Fig. 1: run 1, ports around the boundary
Pins as bars across the die edge, other pins in gray.
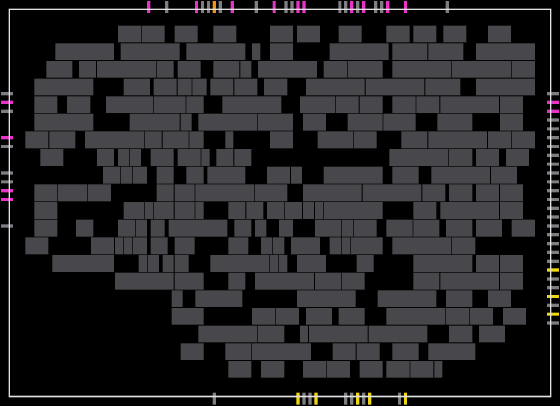
Fig. 2: run 1, wiring by layer
Two of the layers only.
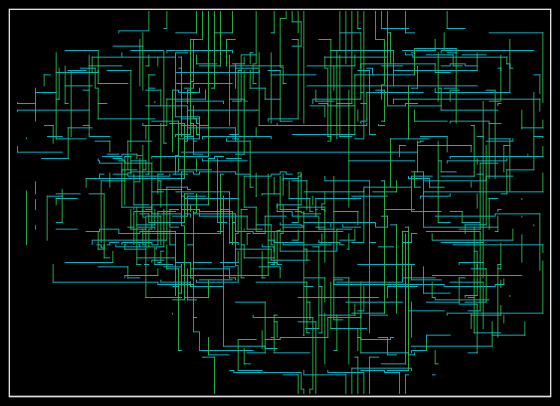
Fig. 3: run 1, clock routing
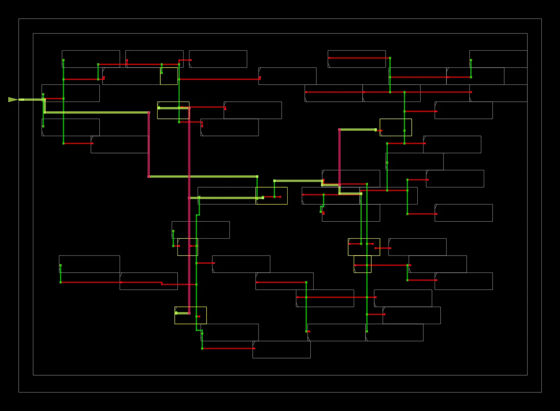
[src/rtl/z80_ram_bridge.sv]
// z80_ram_bridge
// Converts Z80 memory cycles that fall inside an aligned address window into
// single accesses on a synchronous single-port RAM with a one-cycle registered
// read. CPU reads are stretched with cpu_wait_n_o until the RAM data has been
// captured, plus an optional number of extra wait cycles.
//
// Ports:
//   clk           system clock, everything on the rising edge
//   rst           asynchronous active-high reset
//   cpu_addr_i    CPU address bus
//   cpu_din_i     CPU write data
//   cpu_dout_o    read data returned to the CPU
//   cpu_doe_o     1 while the bridge drives the CPU data bus
//   cpu_mreq_n_i  memory request, active-low
//   cpu_rd_n_i    read strobe, active-low
//   cpu_wr_n_i    write strobe, active-low
//   cpu_rfsh_n_i  refresh cycle, active-low
//   cpu_wait_n_o  wait request to the CPU, active-low
//   ram_ena_o     RAM enable
//   ram_rd_o      RAM read strobe
//   ram_wr_o      RAM write strobe
//   ram_addr_o    RAM address (low ADDR_W bits of the CPU address)
//   ram_din_o     RAM write data
//   ram_dout_i    RAM registered read data

module z80_ram_bridge #(
  parameter int          ADDR_W      = 14,
  parameter logic [15:0] BASE_ADDR   = 16'h4000,
  parameter int          WAIT_CYCLES = 0
) (
  input  logic              clk,
  input  logic              rst,
  input  logic [15:0]       cpu_addr_i,
  input  logic [7:0]        cpu_din_i,
  output logic [7:0]        cpu_dout_o,
  output logic              cpu_doe_o,
  input  logic              cpu_mreq_n_i,
  input  logic              cpu_rd_n_i,
  input  logic              cpu_wr_n_i,
  input  logic              cpu_rfsh_n_i,
  output logic              cpu_wait_n_o,
  output logic              ram_ena_o,
  output logic              ram_rd_o,
  output logic              ram_wr_o,
  output logic [ADDR_W-1:0] ram_addr_o,
  output logic [7:0]        ram_din_o,
  input  logic [7:0]        ram_dout_i
);

  typedef enum logic [2:0] {
    IDLE,
    RD_LAT,
    RD_CAP,
    RD_XW,
    WR_DONE,
    HOLD
  } state_t;

  // Shifting by ADDR_W drops the in-window offset; with ADDR_W=16 both sides
  // become zero so every address hits.
  localparam logic [15:0] BASE_HI = BASE_ADDR >> ADDR_W;

  // Counter preload for the extra wait phase; only used when WAIT_CYCLES > 0.
  localparam logic [3:0] XW_LOAD = (WAIT_CYCLES > 0) ? 4'(WAIT_CYCLES - 1) : 4'd0;

  state_t              state_q;
  logic [3:0]          wcnt_q;
  logic [7:0]          dout_q;
  logic                doe_q;
  logic                wait_n_q;
  logic                ena_q;
  logic                rd_q;
  logic                wr_q;
  logic [ADDR_W-1:0]   addr_q;
  logic [7:0]          din_q;

  logic hit;
  logic valid_rd;
  logic valid_wr;

  assign hit      = (cpu_addr_i >> ADDR_W) == BASE_HI;
  assign valid_rd = !cpu_mreq_n_i && !cpu_rd_n_i &&  cpu_wr_n_i && cpu_rfsh_n_i && hit;
  assign valid_wr = !cpu_mreq_n_i && !cpu_wr_n_i &&  cpu_rd_n_i && cpu_rfsh_n_i && hit;

  always_ff @(posedge clk or posedge rst) begin
    if (rst) begin
      state_q  <= IDLE;
      wcnt_q   <= 4'd0;
      dout_q   <= 8'd0;
      doe_q    <= 1'b0;
      wait_n_q <= 1'b1;
      ena_q    <= 1'b0;
      rd_q     <= 1'b0;
      wr_q     <= 1'b0;
      addr_q   <= '0;
      din_q    <= 8'd0;
    end else begin
      case (state_q)
        IDLE: begin
          if (valid_rd) begin
            ena_q    <= 1'b1;
            rd_q     <= 1'b1;
            addr_q   <= cpu_addr_i[ADDR_W-1:0];
            wait_n_q <= 1'b0;
            state_q  <= RD_LAT;
          end else if (valid_wr) begin
            ena_q   <= 1'b1;
            wr_q    <= 1'b1;
            addr_q  <= cpu_addr_i[ADDR_W-1:0];
            din_q   <= cpu_din_i;
            state_q <= WR_DONE;
          end
        end

        // The RAM samples the read request on this edge, so the strobe is
        // dropped regardless of whether the CPU has abandoned the cycle.
        RD_LAT: begin
          ena_q <= 1'b0;
          rd_q  <= 1'b0;
          if (cpu_mreq_n_i) begin
            wait_n_q <= 1'b1;
            state_q  <= IDLE;
          end else begin
            state_q <= RD_CAP;
          end
        end

        RD_CAP: begin
          if (cpu_mreq_n_i) begin
            wait_n_q <= 1'b1;
            state_q  <= IDLE;
          end else begin
            dout_q <= ram_dout_i;
            doe_q  <= 1'b1;
            if (WAIT_CYCLES == 0) begin
              wait_n_q <= 1'b1;
              state_q  <= HOLD;
            end else begin
              wcnt_q  <= XW_LOAD;
              state_q <= RD_XW;
            end
          end
        end

        // An abort here also releases the data bus, since the CPU has already
        // finished the cycle.
        RD_XW: begin
          if (cpu_mreq_n_i) begin
            wait_n_q <= 1'b1;
            doe_q    <= 1'b0;
            wcnt_q   <= 4'd0;
            state_q  <= IDLE;
          end else if (wcnt_q == 4'd0) begin
            wait_n_q <= 1'b1;
            state_q  <= HOLD;
          end else begin
            wcnt_q <= wcnt_q - 4'd1;
          end
        end

        WR_DONE: begin
          ena_q   <= 1'b0;
          wr_q    <= 1'b0;
          state_q <= HOLD;
        end

        // Parks until the CPU ends the cycle, so a long strobe never
        // produces a second RAM access.
        HOLD: begin
          if (cpu_mreq_n_i) begin
            doe_q   <= 1'b0;
            state_q <= IDLE;
          end
        end

        default: begin
          state_q <= IDLE;
        end
      endcase
    end
  end

  assign cpu_dout_o   = dout_q;
  assign cpu_doe_o    = doe_q;
  assign cpu_wait_n_o = wait_n_q;
  assign ram_ena_o    = ena_q;
  assign ram_rd_o     = rd_q;
  assign ram_wr_o     = wr_q;
  assign ram_addr_o   = addr_q;
  assign ram_din_o    = din_q;

endmodule
[config.mk]
export PLATFORM = sky130hd
export DESIGN_NAME = z80_ram_bridge
export DESIGN_NICKNAME = d
export VERILOG_FILES = /design/src/rtl/z80_ram_bridge.sv
export SDC_FILE = /design/constraint.sdc
export NUM_CORES = 1
export LEC_CHECK = 0
export CORE_ASPECT_RATIO = 0.7
export CORE_MARGIN = 2
export CORE_UTILIZATION = 43
export DETAILED_ROUTE_END_ITERATION = 7
export PLACE_DENSITY = 0.87
export SLEW_MARGIN = 10
export SYNTH_ARGS = -nofsm -noshare
export SYNTH_HDL_FRONTEND = slang
export SYNTH_SLANG_ARGS = --single-unit
[constraint.sdc]
create_clock -name clk -period 1.7 [get_ports clk]
set_input_delay 0.255 -clock clk [delete_from_list [all_inputs] [get_ports clk]]
set_output_delay 0.255 -clock clk [all_outputs]
set_load 0.01 [all_outputs]
==> changes_impl.md, run 1 <==
## Implementation

* Layout cells sized above 1 at 26.3%
* Count leader, synth: dfrtp_1
* Pre-CTS setup slack at -0.136 ns
* Cell depth of the worst setup path at 1
* Longest Clk Path Bufs at 2
* RePlAce Congestion at 0.807
* First-pass GRT wire length at 6910 um
* Tool Warnings at 27
* Synth cell count leaders: 41 x dfrtp_1, 21 x mux2_2, 11 x a21oi_1, 9 x mux2_4, 8 x inv_1
* Final ANT Viol Nets at 0
* Outcome: finished, final reports clean
* Max layer used: met4
* Area leader share at 54.3%
* # rows at 20
* Final worst setup slack at 0.0827 ns
* Io pins at 73
* Post-synth EDFFs at 0
* CP delay by family, top: flip-flops
* Cell Type Count at 39
* Crit path buffers/inverters at 1
* Fill count at 326
* RSZ-0062 raised after global routing: no
* Yosys cell count at 140
* Post-CTS Setup Bufs at 0
* Iteration tally of the first detailed-router pass at 5
* Peak Freq at 618 MHz
* GRT overflow at 0
* Cell Count, Final, Fillers Out at 283
* CTS tree: built
* Initial DRC count at 54
* Area reported by Yosys stat at 1890 um^2
* Worst-skew pair later-pin latency at 0.30 ns
* Syn. warnings at 0
* # diodes at 0
* Hold Path Class: input port to async pin
* Final setup viols at 0
* H-tree Lvls at 2
* Critical path arrival at 1.36 ns
* Syn Inst Count at 140
* Tcrit/Tclk final at 95.1%
* Die area at 4950 um^2
* Met2 Routed Length at 1960 um
* Layout area overhead at 52.1%
* Critical Path Source Type: register
* Crit-path max FO at 2
* Floorplan Nets at 180
* Worst-path clk slew at 0.09 ns
* Yosys reg bits at 42
* Slowest CP cell: dfstp_2
* Endpoint type of the worst setup path: primary output
* CP Class: register to primary output
* Post-detail-place hpwl at 3220 um
* LEAKAGE at 1.29 nW
* Maximum vdd drop at 0.750 mV
* Cell Area, Synth at 1890 um^2
* Tightest Pin Transition at 0.344 ns
* Metal3 WL at 263 um
* Post-route design area at 2870 um^2
* Synth area leader: dfrtp_1
* Dominant flop cell: dfrtp_1
* Nets at 267
* CP startpoint: cpu_wait_n_o
Notes on Fig. 1 above:
legend:
  cpu_addr_i:
    color: magenta
    pins: 16
    direction: input
    edge: 10 top, 4 left, 2 right
  cpu_dout_o:
    color: yellow
    pins: 8
    direction: output
    edge: 5 bottom, 3 right
  cpu_wr_n_i:
    color: orange
    pins: 1
    direction: input
    edge: top
all pins by edge: 27 right, 24 top, 12 bottom, 10 left
IO buf count: 72
die width: 83.2 um
die height: 59.5 um

Notes on Fig. 2 above:
legend:
  M2:
    color: green
    wire_length: 1960 um
  M1:
    color: cyan
    wire_length: 1940 um
Vias: 1442
gr usage total: 18.2%
WL per Instance: 14.9 um
final wirelength: 4220 um

Notes on Fig. 3 above:
seq_cells: 42
TritonCTS Buffers: 5
clock sink count: 42
clk_buf instances: 5
clock skew: 0.0103 ns

[run 1: area by class of cell]
| type | instances | area, um^2 | share of cell area [%] |
|---|---|---|---|
| sequential | 42 | 1050 | 36.6 |
| timing repair buffer | 87 | 871 | 30.3 |
| multi-input combinational | 83 | 759 | 26.4 |
| clock buffer | 5 | 68.8 | 2.39 |
| tap | 55 | 68.8 | 2.39 |
| inverter | 8 | 30.0 | 1.04 |
| clock inverter | 3 | 23.8 | 0.827 |
[run 1: metal layers]
layer	up-vias	global-route usage, %
li1	677	-
met4	0	7.03
met1	705	24.0
met3	7	5.43
met2	53	29.0
met5	-	0
[run 1: layout by cell type, fill, tap and decap left out, drive strengths merged, types with 2 or more instances in the layout]
cell type,netlist,routed
clkdlybuf4s50,0,72
and4bb,2,2
buf,5,15
nand3,3,3
a21oi,11,11
dfrtp,41,41
a31oi,2,2
nor2b,2,2
mux2,30,30
o31ai,2,2
nor3,2,2
a21o,2,2
clkbuf,2,5
ha,2,2
nand2,2,2
clkinvlp,0,2
nand2b,2,2
o21ai,3,3
inv,8,8
nor2,4,4
[run 1: power by group]
part | internal, mW | switching (mW) | total (mW)
registers | 1.42 | 0.287 | 1.71
logic | 1.20 | 0.702 | 1.90
clock network | 0.293 | 0.365 | 0.658
total | 2.91 | 1.35 | 4.27
[run 1: flip-flops by register name, indices dropped and copies added, names as in the netlist]
register	cells
cpu_wait_n_o	1
ram_wr_o	1
ram_din_o	8
ram_addr_o	14
cpu_dout_o	8
wcnt_q	4
ram_ena_o	1
ram_rd_o	1
cpu_doe_o	1
state_q	3
[run 1: kinds of logic after synthesis]
group | synth area share (%)
multiplexers | 20.2
AND-OR/OR-AND | 9.47
flip-flops | 55.7
AND/OR/NAND/NOR | 8.87
buffers and inverters | 4.44
adder cells (fa/ha/maj) | 1.32
## Run 2: what changed since run 1
--- a/config.mk
+++ b/config.mk
@@ -7,9 +7,10 @@
 export LEC_CHECK = 0
 export CORE_ASPECT_RATIO = 0.7
 export CORE_MARGIN = 2
-export CORE_UTILIZATION = 43
+export CORE_UTILIZATION = 45
+export CTS_BUF_LIST = sky130_fd_sc_hd__clkbuf_8
 export DETAILED_ROUTE_END_ITERATION = 7
-export PLACE_DENSITY = 0.87
+export PLACE_DENSITY = 0.9
 export SLEW_MARGIN = 10
 export SYNTH_ARGS = -nofsm -noshare
 export SYNTH_HDL_FRONTEND = slang
==> run 2 against run 1 <==
Net effect: sequential share of layout area grew 0.27 points; clock power grew about 10%; fmax grew 0.31%; critical endpoint unchanged.
==> changes_impl.md, run 2 <==
## Implementation

* Most numerous logic cells after layout: 72 x clkdlybuf4s50_1, 41 x dfrtp_1, 21 x mux2_2
* Layout area overhead at 51.0%
* Comb area at 759 um^2
* CP Class: register to primary output
* Tcrit/Tclk final at 94.8%
* # diodes at 0
* Cell Type Count at 39
* Post-route design area at 2850 um^2
* Clock sink count at 42
* Synth area leader: dfrtp_1
* Cell Area, Synth at 1890 um^2
* LEAKAGE at 1.29 nW
* Longest Clk Path Bufs at 2
* Maximum vdd drop at 0.964 mV
* CTS tree: built
* Fin. Hold Viols at 0
* Initial DRC count at 37
* Outcome: finished, final reports clean
* TritonCTS Buffers at 5
* Post-synth EDFFs at 0
* Post-detail-place hpwl at 2970 um
* Die width at 81.4 um
* Yosys cell count at 140
* Final worst setup slack at 0.0876 ns
* GRT overflow at 0
* Endpoint type of the worst setup path: primary output
* Layout cells sized above 1 at 25.3%
* Die area at 4740 um^2
* Fill count at 277
* RePlAce Congestion at 0.793
* Nets at 264
* RSZ-0062 raised after global routing: no
* # rows at 19
* Count leader, synth: dfrtp_1
* IO buf count at 72
* First-pass GRT wire length at 6420 um
* Largest register FFs at 14
* Flop area at 1050 um^2
* Most numerous logic cell after layout: clkdlybuf4s50_1
* Iteration tally of the first detailed-router pass at 4
* Syn. warnings at 0
* Slew headroom at 58.9%
* Final ANT Viol Nets at 0
* Worst-skew pair later-pin latency at 0.28 ns
* Die height at 58.2 um
* Critical path arrival at 1.36 ns
* Synth cell count leaders: 41 x dfrtp_1, 21 x mux2_2, 11 x a21oi_1, 9 x mux2_4, 8 x inv_1
* Worst-path clk slew at 0.08 ns
* Cell Count, Final, Fillers Out at 277
* Area reported by Yosys stat at 1890 um^2
* Crit-path max FO at 2
* Area leader share at 54.3%
* Dominant flop cell: dfrtp_1
* Post-CTS Setup Bufs at 0
* Slowest CP cell: dfstp_2
* Hold Path Class: input port to async pin
* Largest net degree at the start of global routing at 43
* CP delay by family, top: flip-flops
* H-tree Lvls at 2
* Critical Path Source Type: register
* Tightest Pin Transition at 0.613 ns
* Peak Freq at 620 MHz
* Crit path buffers/inverters at 1
* Io pins at 73
-- run 2: routing by layer --
metal	up-vias	part of all wire (%)	wire length [um]	GRT usage, %
met5	-	0	0	0
met1	658	46	1830	22.7
met3	4	9.1	365	6.85
met2	63	45	1790	29.5
met4	0	0.72	29	4.84
li1	672	-	-	-
-- run 2: tightest hold or removal path: stages --
cell and delay (ns):
clkdlybuf4s50_1 0.40, inv_1 0.10, buf_12 0.24
-- run 2: worst max path at each step --
stage / from / endpoint / slack (ns) / depth (start not counted)
final: cpu_wait_n_o / cpu_wait_n_o / 0.09 / 1
after CTS: wcnt_q[1] / state_q[2] / 0.03 / 5
after floorplan: state_q[0] / cpu_dout_o[0] / 0.16 / 5
after detailed placement: cpu_rd_n_i / ram_addr_o[9] / -0.22 / 4
after global placement: cpu_rd_n_i / ram_addr_o[8] / -0.19 / 4
after global routing: cpu_rd_n_i / ram_addr_o[10] / 0.02 / 4
-- run 2: cell type report --
class / count / area share, %
inverter: 8 / 1.05
clock buffer: 8 / 3.86
tap: 52 / 2.28
sequential: 42 / 36.9
multi-input combinational: 83 / 26.6
timing repair buffer: 84 / 29.3
-- run 2: timing repair --
item,4_1_cts,5_1_grt
endpoints found under the hold margin,0,0
gates resized,0,2
setup endpoints to repair,0,2
-- run 2: where the power goes --
part	internal (mW)	total [mW]	switching, mW
Clock	0.410	0.727	0.318
Combinational	1.20	1.89	0.694
Sequential	1.42	1.72	0.297
-- run 2: kinds of logic after synthesis --
logic type	count (synthesis)	share of synthesized area (%)
DFF	42	55.7
adders and majority gates	2	1.32
AOI/OAI and AO/OA	26	9.47
buffers and inverters	15	4.44
and+or+nand+nor	24	8.87
muxes	31	20.2
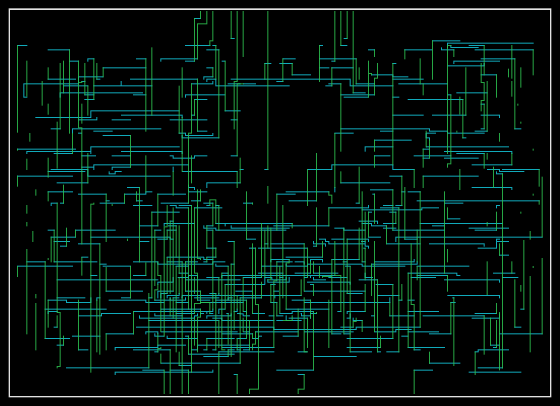
Fig. 4. Wiring by layer (run 2).
Two of the layers only.
legend:
  M2:
    color: green
    wire_length: 1790 um
  M1:
    color: cyan
    wire_length: 1830 um
gr usage total: 18.1%
WL per Instance: 14.5 um
final wirelength: 4020 um
Vias: 1397

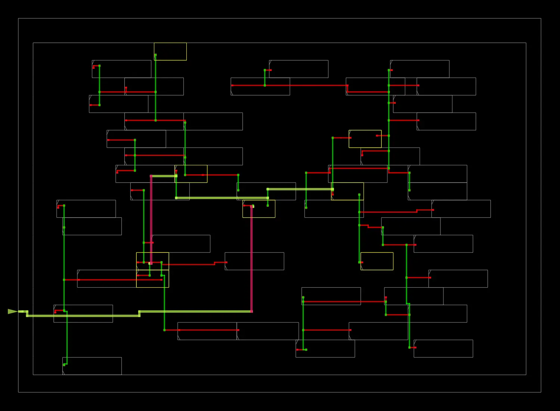
Fig. 5. Clock routing (run 2).
clock skew: 0.00660 ns
clk_buf instances: 8
Power Clock: 727 uW

## Run 3: what changed since run 2
--- a/config.mk
+++ b/config.mk
@@ -7,10 +7,9 @@
 export LEC_CHECK = 0
 export CORE_ASPECT_RATIO = 0.7
 export CORE_MARGIN = 2
-export CORE_UTILIZATION = 45
-export CTS_BUF_LIST = sky130_fd_sc_hd__clkbuf_8
+export CORE_UTILIZATION = 43
 export DETAILED_ROUTE_END_ITERATION = 7
-export PLACE_DENSITY = 0.9
+export PLACE_DENSITY = 0.82
 export SLEW_MARGIN = 10
 export SYNTH_ARGS = -nofsm -noshare
 export SYNTH_HDL_FRONTEND = slang
==> run 3 against run 2 <==
Net effect: routed wire length is 0.95% lower; power is 2.0% lower; design area is 0.44% higher; utilization is 4.9 points lower; clock skew is 0.0019 ns lower; flip-flop count stayed put; worst hold slack worse by 0.017 ns; synthesized cell count stayed put; fmax is 0.77% lower; critical endpoint unchanged; critical path type unchanged.
==> changes_impl.md, run 3 <==
## Implementation

* Outcome: finished, final reports clean
* Largest net degree at the start of global routing at 43
* Seq_cells at 42
* Post-synth EDFFs at 0
* Critical Path Source Type: register
* Worst-path clk slew at 0.07 ns
* Nets at 268
* Layout area overhead at 51.7%
* CP startpoint: cpu_wait_n_o
* Critical path arrival at 1.37 ns
* Most numerous logic cell after layout: clkdlybuf4s50_1
* Switching Fraction at 30.7%
* Cell Count, Final, Fillers Out at 284
* Clock network fraction of total power at 15.1%
* Comb pwr share at 44.7%
* Flop area at 1050 um^2
* Final ANT Viol Nets at 0
* Synth cell count leaders: 41 x dfrtp_1, 21 x mux2_2, 11 x a21oi_1, 9 x mux2_4, 8 x inv_1
* Slowest CP cell: dfstp_2
* Comb_multi_in at 83
* Yosys reg bits at 42
* # rows at 20
* Post-route design area at 2870 um^2
* First-pass GRT wire length at 6870 um
* Largest register FFs at 14
* Initial DRC count at 40
* Count leader, synth: dfrtp_1
* GRT overflow at 0
* Dominant flop cell: dfrtp_1
* Area reported by Yosys stat at 1890 um^2
* Comb area at 757 um^2
* Die height at 59.5 um
* Crit path buffers/inverters at 1
* Clock sink count at 42
* LEAKAGE at 1.29 nW
* TritonCTS Buffers at 5
* Maximum vdd drop at 0.864 mV
* Final worst setup slack at 0.0750 ns
* Clock skew at 0.00472 ns
* RePlAce Congestion at 0.802
* Iteration tally of the first detailed-router pass at 4
* Clk_buf instances at 7
* Net Sw Power at 1.30 mW
* Die width at 83.2 um
* Longest Clk Path Bufs at 2
* Hold Path Class: input port to async pin
* Synth area leader: dfrtp_1
* Internal power at 2.95 mW
* Cell Type Count at 39
* Fraction of area in registers at 36.7%
* Most numerous logic cells after layout: 72 x clkdlybuf4s50_1, 41 x dfrtp_1, 21 x mux2_2
* Final setup viols at 0
* Leading cell kind: registers
* Syn. warnings at 0
* Clock-cell share at 3.19%
* Fill count at 326
* Max-cap violations at 0
* Tool Warnings at 27
* Hold-fix buffers, CTS at 0
* Final core occ at 67.0%
* Placed Instance Area at 2750 um^2
* H-tree Lvls at 2
* Crit-path max FO at 2
* TNS Setup at 0 ns
* Worst-skew pair later-pin latency at 0.29 ns
* Floorplan Nets at 180
* Combinational fraction of the cell area at 26.4%
* Layout cells sized above 1 at 26.2%
* Syn Inst Count at 140
* Pre-CTS setup slack at -0.256 ns
* Tightest Pin Transition at 0.348 ns
* Post-detail-place hpwl at 2930 um
* IO buf count at 72
* Signal buf overhead at 30.2%
* Endpoint type of the worst setup path: primary output
* CTS tree: built
* RSZ-0062 raised after global routing: no
* Min Tclk post-route at 1.62 ns
* Max stage delay on crit path at 0.54 ns
* Signal buffers at 88
* Sequential share of power at 40.2%
* Tapcells at 55
* Slew headroom at 76.2%
* Tcrit/Tclk final at 95.6%
* CP delay by family, top: flip-flops
* Yosys cell count at 140
* # diodes at 0
* Io pins at 73
* Area leader share at 54.3%
* Reg2reg start: wcnt_q[1]
* Peak Freq at 615 MHz
* Non-CTS inverters at 8
* Die area at 4950 um^2
* Cell Area, Synth at 1890 um^2
* Init Core Util at 44.2%
* Fin. Hold Viols at 0
run 3: worst paths after layout:
| kind | end | slack, ns | depth (start not counted) |
|---|---|---|---|
| max | cpu_wait_n_o | 0.08 | 1 |
| min | ram_addr_o[1] | 0.32 | 3 |
| max reg2reg | state_q[2] | 0.09 | 5 |
| min reg2reg | cpu_dout_o[7] | 0.51 | 1 |
| max in group asynchronous | cpu_wait_n_o | 1.12 | 3 |
| min in group clk | cpu_dout_o[7] | 0.51 | 1 |
run 3: layer usage:
layer,vias to the layer above,global-route usage [%],share of wire (%)
met2,66,26.8,43
li1,674,-,-
met1,689,23.9,45
met4,0,6.32,1.4
met5,-,0,0
met3,7,7.52,9.8
run 3: logic make-up (layout without fill, tap and decap cells):
| family | after synthesis | count (layout) | synth area share, % |
|---|---|---|---|
| mux | 31 | 31 | 20.2 |
| simple gates | 24 | 24 | 8.87 |
| fa+ha+maj | 2 | 2 | 1.32 |
| compound gates | 26 | 26 | 9.47 |
| buf+inv | 15 | 104 | 4.44 |
| flops | 42 | 42 | 55.7 |
run 3: power groups by stage:
stage	registers, mW	logic, mW	clock network, mW
after global placement	1.71	1.86	0
after detailed placement	1.71	1.91	0
after global routing	1.78	2.04	0.721
final	1.71	1.90	0.641
after CTS	1.71	1.91	0.665
after floorplan	1.84	0.743	0
run 3: what timing repair did:
action	CTS	global route
setup endpoints to repair	0	4
setup buffers	0	3
hold endpoints to repair	0	0
gates resized	0	1
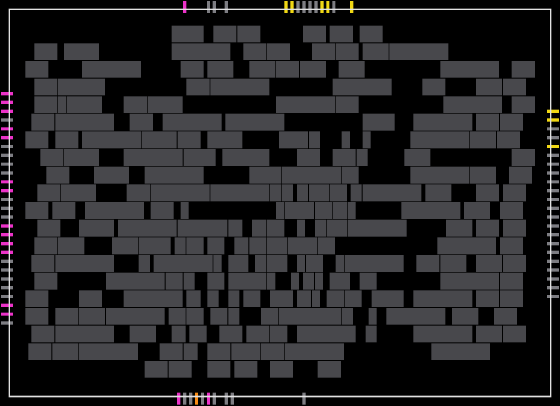
Fig. 6. Ports around the boundary (run 3).
Pins as bars across the die edge, other pins in gray.
legend:
  cpu_wr_n_i:
    color: orange
    pins: 1
    direction: input
    edge: bottom
  cpu_dout_o:
    color: yellow
    pins: 8
    direction: output
    edge: 5 top, 3 right
  cpu_addr_i:
    color: magenta
    pins: 16
    direction: input
    edge: 13 left, 2 bottom, 1 top
all pins by edge: 27 left, 22 right, 14 top, 10 bottom

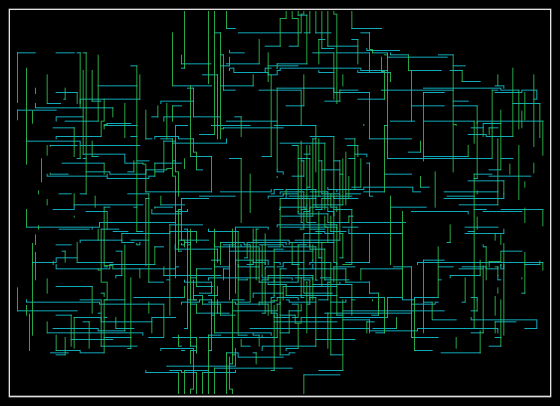
Fig. 7. Wiring by layer (run 3).
Two of the layers only.
legend:
  M2:
    color: green
    wire_length: 1720 um
  M1:
    color: cyan
    wire_length: 1810 um
final wirelength: 3980 um
Vias: 1436
gr usage total: 18.0%
WL per Instance: 14.0 um


==> layout pictures side by side <==
Sequential cells grouped by signal name.
Bar = 20 um. Other sequential cells in the stronger gray, the rest of the logic in the fainter gray.
(a)
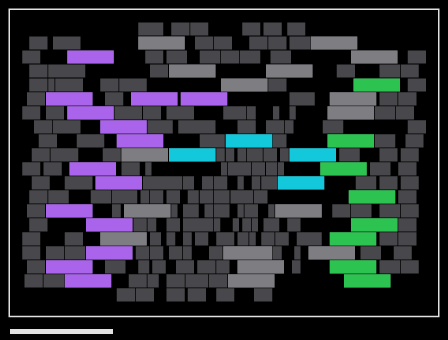
(b)
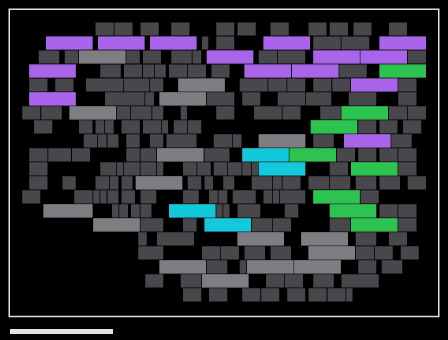
(a): run 3
(b): run 1

Key to (a):
legend:
  wcnt_q:
    color: cyan
    placed_flops: 4
  ram_addr_o:
    color: purple
    placed_flops: 14
  ram_din_o:
    color: green
    placed_flops: 8
not colored: 16

No activity file was given, so power comes from the tool's default toggle rates.
